$ cat src/rtl/mem_arb_pkg.sv
// Shared types for the I/D main-memory arbiter: FSM states, requester ids, default widths.
// Also holds the saturating increment used by the optional performance counters.
package mem_arb_pkg;

   localparam int ADDR_W_DEF = 32;
   localparam int LINE_W_DEF = 256;

   typedef enum logic [1:0] {
      IDLE    = 2'd0,
      GRANT_I = 2'd1,
      GRANT_D = 2'd2
   } state_t;

   typedef enum logic {
      REQ_I = 1'b0,
      REQ_D = 1'b1
   } req_id_t;

   function automatic logic [31:0] sat_inc(input logic [31:0] v);
      return (v == 32'hFFFF_FFFF) ? v : v + 32'd1;
   endfunction

endpackage

$ cat src/rtl/mem_arb_perf.sv
// Saturating grant/conflict counters for mem_arbiter; each input is a single-cycle event.
// Counts update one cycle after the event; no backpressure.
module mem_arb_perf
   import mem_arb_pkg::*;
(
   input  logic        clk_i,
   input  logic        rst_i,
   input  logic        grant_i_evt,
   input  logic        grant_d_evt,
   input  logic        conflict_evt,
   output logic [31:0] perf_i_grants_o,
   output logic [31:0] perf_d_grants_o,
   output logic [31:0] perf_conflict_o
);

   always_ff @(posedge clk_i or posedge rst_i) begin
      if (rst_i) begin
         perf_i_grants_o <= '0;
         perf_d_grants_o <= '0;
         perf_conflict_o <= '0;
      end else begin
         if (grant_i_evt)  perf_i_grants_o <= sat_inc(perf_i_grants_o);
         if (grant_d_evt)  perf_d_grants_o <= sat_inc(perf_d_grants_o);
         if (conflict_evt) perf_conflict_o <= sat_inc(perf_conflict_o);
      end
   end

endmodule

$ cat src/rtl/mem_arbiter.sv
// Round-robin I/D arbiter for one main-memory line port: grant one cycle after req, owner ack = mem_ack_i.
// Requesters hold req until ack; loser waits; one IDLE cycle between grants. Counters under MEM_ARB_PERF_EN.
module mem_arbiter
   import mem_arb_pkg::*;
#(
   parameter int ADDR_W = ADDR_W_DEF,
   parameter int LINE_W = LINE_W_DEF
) (
   input  logic              clk_i,
   input  logic              rst_i,
   input  logic              i_req_i,
   input  logic              i_write_i,
   input  logic [ADDR_W-1:0] i_addr_i,
   input  logic [LINE_W-1:0] i_data_i,
   output logic [LINE_W-1:0] i_data_o,
   output logic              i_ack_o,
   input  logic              d_req_i,
   input  logic              d_write_i,
   input  logic [ADDR_W-1:0] d_addr_i,
   input  logic [LINE_W-1:0] d_data_i,
   output logic [LINE_W-1:0] d_data_o,
   output logic              d_ack_o,
   output logic              mem_enable_o,
   output logic              mem_write_o,
   output logic [ADDR_W-1:0] mem_addr_o,
   output logic [LINE_W-1:0] mem_data_o,
   input  logic [LINE_W-1:0] mem_data_i,
   input  logic              mem_ack_i
`ifdef MEM_ARB_PERF_EN
   ,
   output logic [31:0]       perf_i_grants_o,
   output logic [31:0]       perf_d_grants_o,
   output logic [31:0]       perf_conflict_o
`endif
);

   state_t  state_q, state_d;
   req_id_t last_q, last_d;
   req_id_t win;
   logic    grant_evt;

   always_comb begin
      state_d   = state_q;
      last_d    = last_q;
      win       = REQ_I;
      grant_evt = 1'b0;
      i_ack_o   = 1'b0;
      d_ack_o   = 1'b0;
      case (state_q)
         IDLE: begin
            // On a tie the side that did not own the last transaction wins.
            if (i_req_i && d_req_i) begin
               win       = (last_q == REQ_I) ? REQ_D : REQ_I;
               grant_evt = 1'b1;
            end else if (d_req_i) begin
               win       = REQ_D;
               grant_evt = 1'b1;
            end else if (i_req_i) begin
               win       = REQ_I;
               grant_evt = 1'b1;
            end
            if (grant_evt) state_d = (win == REQ_D) ? GRANT_D : GRANT_I;
         end
         GRANT_I: begin
            if (mem_ack_i) begin
               i_ack_o = 1'b1;
               last_d  = REQ_I;
               state_d = IDLE;
            end
         end
         GRANT_D: begin
            if (mem_ack_i) begin
               d_ack_o = 1'b1;
               last_d  = REQ_D;
               state_d = IDLE;
            end
         end
         default: state_d = IDLE;
      endcase
   end

   always_ff @(posedge clk_i or posedge rst_i) begin
      if (rst_i) begin
         state_q     <= IDLE;
         last_q      <= REQ_I;
         mem_write_o <= 1'b0;
         mem_addr_o  <= '0;
         mem_data_o  <= '0;
      end else begin
         state_q <= state_d;
         last_q  <= last_d;
         // Request fields are captured once so the memory sees a stable transaction.
         if (grant_evt) begin
            mem_write_o <= (win == REQ_D) ? d_write_i : i_write_i;
            mem_addr_o  <= (win == REQ_D) ? d_addr_i  : i_addr_i;
            mem_data_o  <= (win == REQ_D) ? d_data_i  : i_data_i;
         end
      end
   end

   assign mem_enable_o = (state_q != IDLE);
   assign i_data_o     = (state_q == GRANT_I) ? mem_data_i : '0;
   assign d_data_o     = (state_q == GRANT_D) ? mem_data_i : '0;

`ifdef MEM_ARB_PERF_EN
   logic conflict_evt;

   assign conflict_evt = ((state_q == GRANT_I) && d_req_i) ||
                         ((state_q == GRANT_D) && i_req_i);

   mem_arb_perf u_perf (
      .clk_i           (clk_i),
      .rst_i           (rst_i),
      .grant_i_evt     (grant_evt && (win == REQ_I)),
      .grant_d_evt     (grant_evt && (win == REQ_D)),
      .conflict_evt    (conflict_evt),
      .perf_i_grants_o (perf_i_grants_o),
      .perf_d_grants_o (perf_d_grants_o),
      .perf_conflict_o (perf_conflict_o)
   );
`endif

endmodule
$ cat config.mk
export PLATFORM = sky130hd
export DESIGN_NAME = mem_arbiter
export DESIGN_NICKNAME = d
export VERILOG_FILES = /design/src/rtl/mem_arb_pkg.sv /design/src/rtl/mem_arb_perf.sv /design/src/rtl/mem_arbiter.sv
export SDC_FILE = /design/constraint.sdc
export NUM_CORES = 1
export LEC_CHECK = 0
export ABC_AREA = 0
export ABC_CLOCK_PERIOD_IN_PS = 29500
export CAP_MARGIN = 20
export CORE_AREA = 2 2 645 647
export CTS_CLUSTER_DIAMETER = 150
export DETAILED_ROUTE_END_ITERATION = 8
export DIE_AREA = 0 0 647 649
export GPL_ROUTABILITY_DRIVEN = 0
export GPL_TIMING_DRIVEN = 0
export SLEW_MARGIN = 20
export SYNTH_ARGS = -nofsm -noshare
export SYNTH_HDL_FRONTEND = slang
export SYNTH_HIERARCHICAL = 1
export SYNTH_SLANG_ARGS = --single-unit
export TNS_END_PERCENT = 30
$ cat constraint.sdc
create_clock -name clk_i -period 29.5 [get_ports clk_i]
set_input_delay 5.9 -clock clk_i [delete_from_list [all_inputs] [get_ports clk_i]]
set_output_delay 5.9 -clock clk_i [all_outputs]
set_load 0.05 [all_outputs]
run_1/registers.png
Bar = 200 µm. Other sequential cells in the stronger gray, the rest of the logic in the fainter gray.
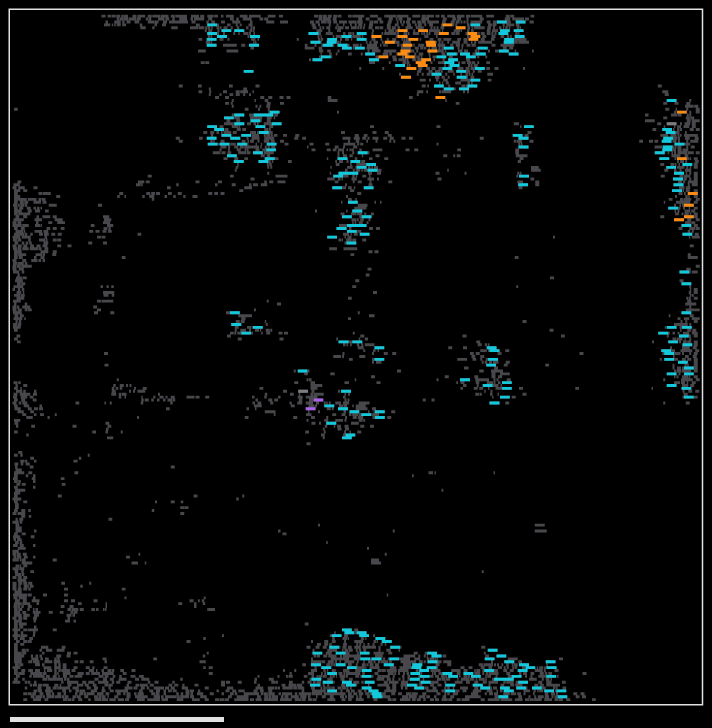
color	signal	placed flops
cyan	mem_data_o	256
purple	state_q	2
orange	mem_addr_o	32

run_1/met2.png
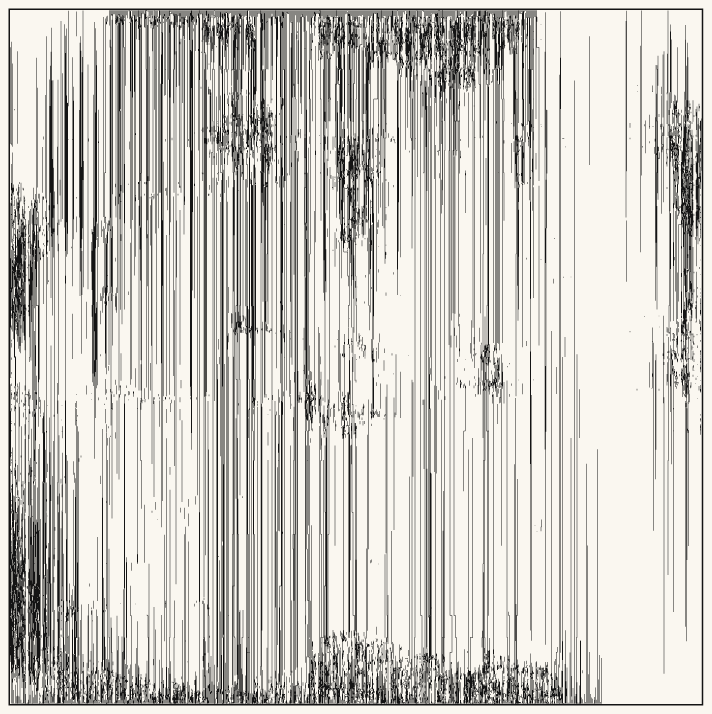
main direction	vertical
share of all routed wire	50%
nets with wire on the layer	4,266
longest straight run	621 µm

==> flow_metrics.env, run 1 <==
# yosys + openroad results
export IMPL_met2_usage_pct=30.49
export IMPL_crit_arrival_ns=8.21
export IMPL_port_buffers=1642
export IMPL_hold_start="mem_data_o[187]"
export IMPL_aoi_share_pct=18.77
export IMPL_comb_share_pct=21.54
export IMPL_ys_sh_mux_pct=0
export IMPL_crit_required_ns=23.60
export IMPL_layout_top_cell="clkdlybuf4s50_1"
export IMPL_rrSetupSlack_ns=26.30
export IMPL_taps=5474
export IMPL_status="complete, no violations"
export IMPL_synth_async_reset_ratio_pct=100.0
export IMPL_holdWs_ns=0.5485
export IMPL_ys_cells=2231
export IMPL_slew_violations=0
export IMPL_final_fill_count=47750
export IMPL_antenna_found_initial=277
export IMPL_vias=27300
export IMPL_rows=236
export IMPL_die_width_um=647
export IMPL_area_share_nonclk_buffers_pct=40.83
export IMPL_logic_family="simple AND/OR/NAND/NOR gates"
export IMPL_fp_utilization_pct=4.283
export IMPL_n_antenna_cell=101
export IMPL_netlist_cell_type_count=26
export IMPL_clockBufferDepth=3
export IMPL_worstSetupStartpointType="input port"
export IMPL_drive_gt1_share_pct=7.179
export IMPL_dieArea_um2=419900
export IMPL_setup_violations=0
export IMPL_routedWlPerCell_um=38.82
export IMPL_dominant_cells="non-clock buffers"
export IMPL_fmax_ghz=0.07089
export IMPL_ys_area_um2=17670
export IMPL_clkbuf_count=53
export IMPL_htree_levels=2
export IMPL_edf_count=0
export IMPL_hold_path_class="reg2reg"
export IMPL_holdPathEnd="mem_data_o[187]"
export IMPL_grt_max_degree=85
export IMPL_syn_num_nets=3075
export IMPL_busiest_layer="met2"
export IMPL_wl_mm=370.0
export IMPL_wl_met1_mm=112.4
export IMPL_path_max_fanout=2
export IMPL_use_met3_pct=9.665
run_1/clock_map.png
Bar = 200 µm.
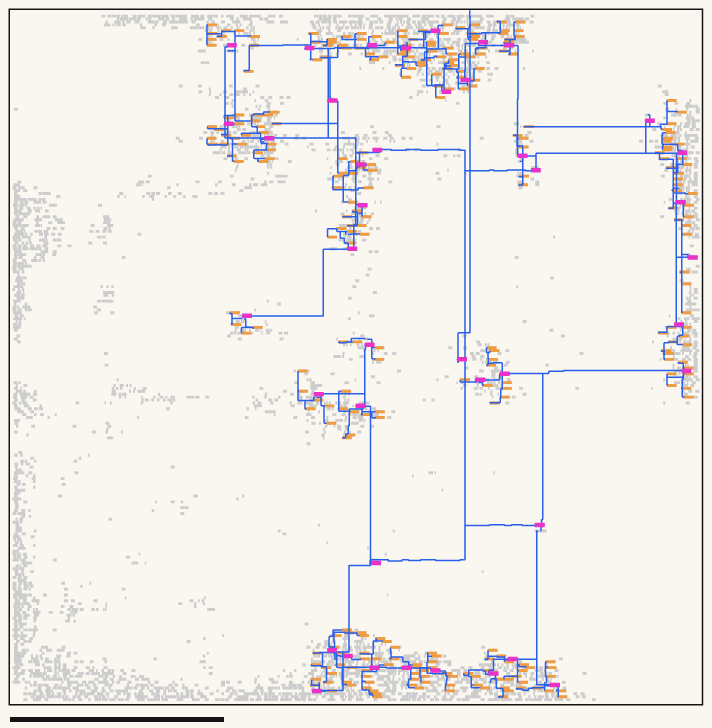
[blue] clock wires | length: 7,280 µm
[orange] flip-flops | count: 292
[magenta] cells driving clock nets | count: 42
routed clock nets	43

## run 1: report_power, final
group / switching, mW / internal [mW] / total (mW)
Combinational: 3.16 / 0.939 / 4.10
Sequential: 0.150 / 0.607 / 0.757
Clock: 0.255 / 0.340 / 0.595
## run 1: synthesized netlist by cell type, types with 5 or more instances
| cell | count |
|---|---|
| buf_1 | 9 |
| clkbuf_4 | 10 |
| o21ai_0 | 291 |
| clkbuf_1 | 136 |
| a31oi_1 | 289 |
| buf_2 | 59 |
| dfrtp_1 | 292 |
| nand3_1 | 289 |
| clkbuf_2 | 11 |
| nor2_1 | 289 |
| ha_1 | 5 |
| and2_1 | 514 |
| buf_6 | 13 |
| buf_4 | 9 |
## run 1: stage by stage
step                cell area, µm²  utilization (%)  total power, mW  setup slack, ns  instances
floorplan                    17670                -            2.666            15.54       2231
global placement             40950            9.927            4.996            9.468       9347
detailed placement           40680            9.863            4.960            15.37       9352
CTS                          42230            10.24            5.588            15.35       9430
global route                 42320            10.26            5.692            15.43       9475
finish                       42460            10.29            5.448            15.39       9531
## run 1: worst max-delay path by stage
stage                    startpoint         endpoint  slack (ns)  cells after the start
CTS                 mem_data_i[128]    d_data_o[128]       15.35                      3
finish              mem_data_i[128]    d_data_o[128]       15.39                      3
global placement              rst_i  mem_data_o[173]        9.47                      2
detailed placement  mem_data_i[128]    d_data_o[128]       15.37                      3
floorplan                     rst_i           last_q       15.54                      1
global route        mem_data_i[128]    d_data_o[128]       15.43                      3
## run 1: critical path, stage by stage
cell and delay, ns:
clkdlybuf4s50_1 1.03, and2_1 0.24, clkdlybuf4s50_1 0.99
## run 1: kinds of logic after synthesis
family / count (synthesis)
AND-OR/OR-AND: 586
AND/OR/NAND/NOR: 1095
adder cells (fa/ha/maj): 5
buffers and inverters: 253
flip-flops: 292
run_1/final_clocks.png
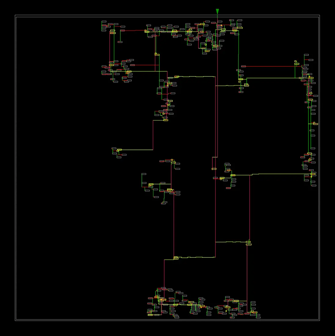

--- run 2 (diff from run 1) ---
- ABC_CLOCK_PERIOD_IN_PS: 29500 -> 12000
- CORE_AREA: 2 2 645 647 -> 2 2 631 633
- DIE_AREA: 0 0 647 649 -> 0 0 633 635
- clock period: 29.5 -> 12 ns (I/O delays scaled with it)
run_2/final_clocks.png
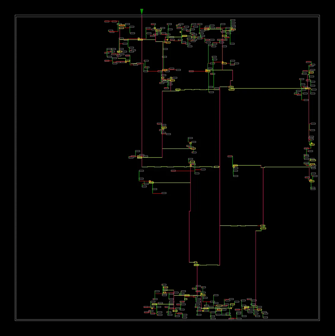
clock sinks: 292
Flop Count: 292
clk latency late pin: 0.68 ns

==> flow_metrics.env, run 2 <==
# yosys + openroad results
export IMPL_slew_violations=0
export IMPL_ys_area_um2=17670
export IMPL_syn_num_nets=3075
export IMPL_path_cells="clkdlybuf4s50_1, and2_1, clkdlybuf4s50_1"
export IMPL_wl_mm=360.5
export IMPL_seqPwrFrac_pct=14.1
export IMPL_fmax_ghz=0.1420
export IMPL_placedCellCount=9119
export IMPL_die_width_um=633
export IMPL_synth_async_reset_ratio_pct=100.0
export IMPL_antenna_found_initial=195
export IMPL_fp_utilization_pct=4.475
export IMPL_path_max_fanout=2
export IMPL_drive_gt1_share_pct=6.736
export IMPL_status="complete, no violations"
export IMPL_switching_power_mw=8.638
export IMPL_busiest_layer="met2"
export IMPL_power_mw=13.17
export IMPL_clockBufferDepth=3
export IMPL_crit_family="buffers and inverters"
export IMPL_max_stage_delay_ns=1.16
export IMPL_crit_top_cell="clkdlybuf4s50_1"
export IMPL_htree_levels=2
export IMPL_rows=231
export IMPL_synth_top_cell_by_count="and2_1"
export IMPL_top_cells_by_count="514 x and2_1, 292 x dfrtp_1, 291 x o21ai_0"
export IMPL_grt_max_degree=92
export IMPL_setup_violations=0
export IMPL_hold_path_class="reg2reg"
export IMPL_edf_count=0
export IMPL_dieArea_um2=402000
export IMPL_final_core_util_pct=10.67
export IMPL_netlist_cell_type_count=26
export IMPL_crit_arrival_ns=4.64
export IMPL_ys_cells=2231
export IMPL_worst_path_buf_inv=2
export IMPL_vias=26700
export IMPL_use_met3_pct=8.981
export IMPL_combinationalPower_mw=9.98
export IMPL_hold_start="mem_data_o[91]"
export IMPL_pwr_share_clk_pct=10.1
export IMPL_top_power_group="combinational cells"
export IMPL_routedWlPerCell_um=38.67
export IMPL_met2_usage_pct=31.88
export IMPL_seq_power_mw=1.86
export IMPL_layout_top_cell="clkdlybuf4s50_1"
export IMPL_swShare_pct=65.60
run_2/registers.png
Bar = 200 µm. Other sequential cells in the stronger gray, the rest of the logic in the fainter gray.
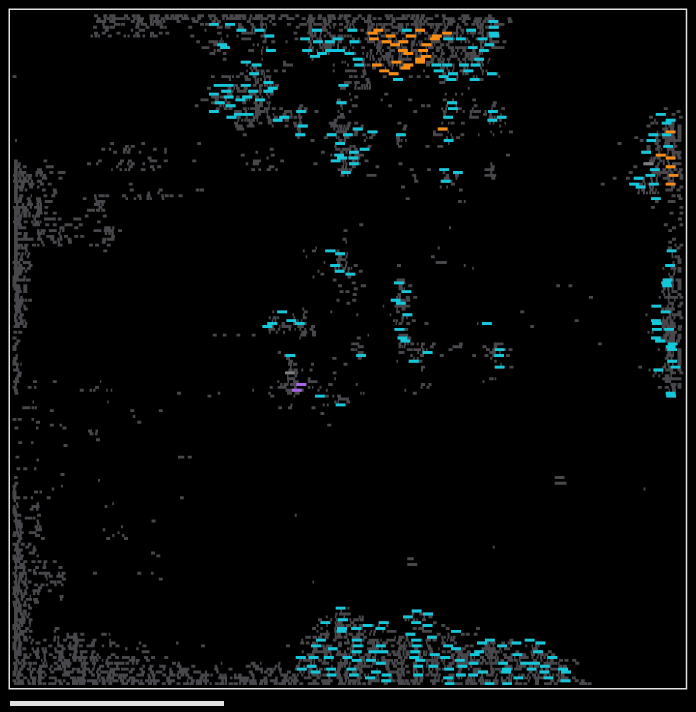
color	signal	placed flops
cyan	mem_data_o	256
purple	state_q	2
orange	mem_addr_o	32
not colored	2

-- run 2: cell counts after synthesis --
Identical to the previous run, type by type.
-- run 2: path summary, 6_finish.rpt --
check,endpoint,slack [ns],depth (start not counted)
max,d_data_o[125],4.96,3
min,mem_data_o[91],0.55,2
max reg2reg,mem_data_o[212],8.84,8
min reg2reg,mem_data_o[91],0.55,2
max in group asynchronous,mem_data_o[176],8.35,4
min in group asynchronous,mem_data_o[240],2.12,2
-- run 2: area by class of cell --
class                           instances  area, µm²
Antenna cell                          132      330.3
Buffer                                248       1209
Clock buffer                           48       1082
Clock inverter                         24      294.0
Fill cell                           45940     352700
Inverter                                5      26.28
Multi-Input combinational cell       1686       9144
Sequential cell                       292       7307
Tap cell                             5242       6559
Timing Repair Buffer                 1646      16160
-- run 2: tightest hold or removal path, stage by stage, from the launching register on --
cell and delay [ns]:
dfrtp_1 0.34, nor2_1 0.04, a31oi_1 0.12
-- run 2: cell families (layout without fill, tap and decap cells) --
group	count (synthesis)	after routing	synth area share [%]
buf+inv	253	1971	6.884
fa+ha+maj	5	5	0.3541
compound gates	586	586	18.77
other cells	0	132	0
simple gates	1095	1095	32.63
flops	292	292	41.36
-- run 2: per-layer routing --
metal / wire length, µm / vias to the layer above
li1: - / 11280
met1: 107900 / 13100
met2: 188000 / 1823
met3: 43780 / 457
met4: 20520 / 44
met5: 298 / -
-- run 2: metrics by stage --
stage                     setup slack [ns]  instance area [µm²]  setup TNS, ns  hold slack, ns
final                                4.958                42110              0          0.5481
after CTS                            4.596                41810              0          0.5506
after global placement              -4.608                40660       -1258.63          0.5308
after global routing                 4.697                42010              0          0.5666
after detailed placement             4.853                40430              0          0.5315
after floorplan                      1.538                17670              0          0.5028
No activity file was given, so power comes from the tool's default toggle rates.
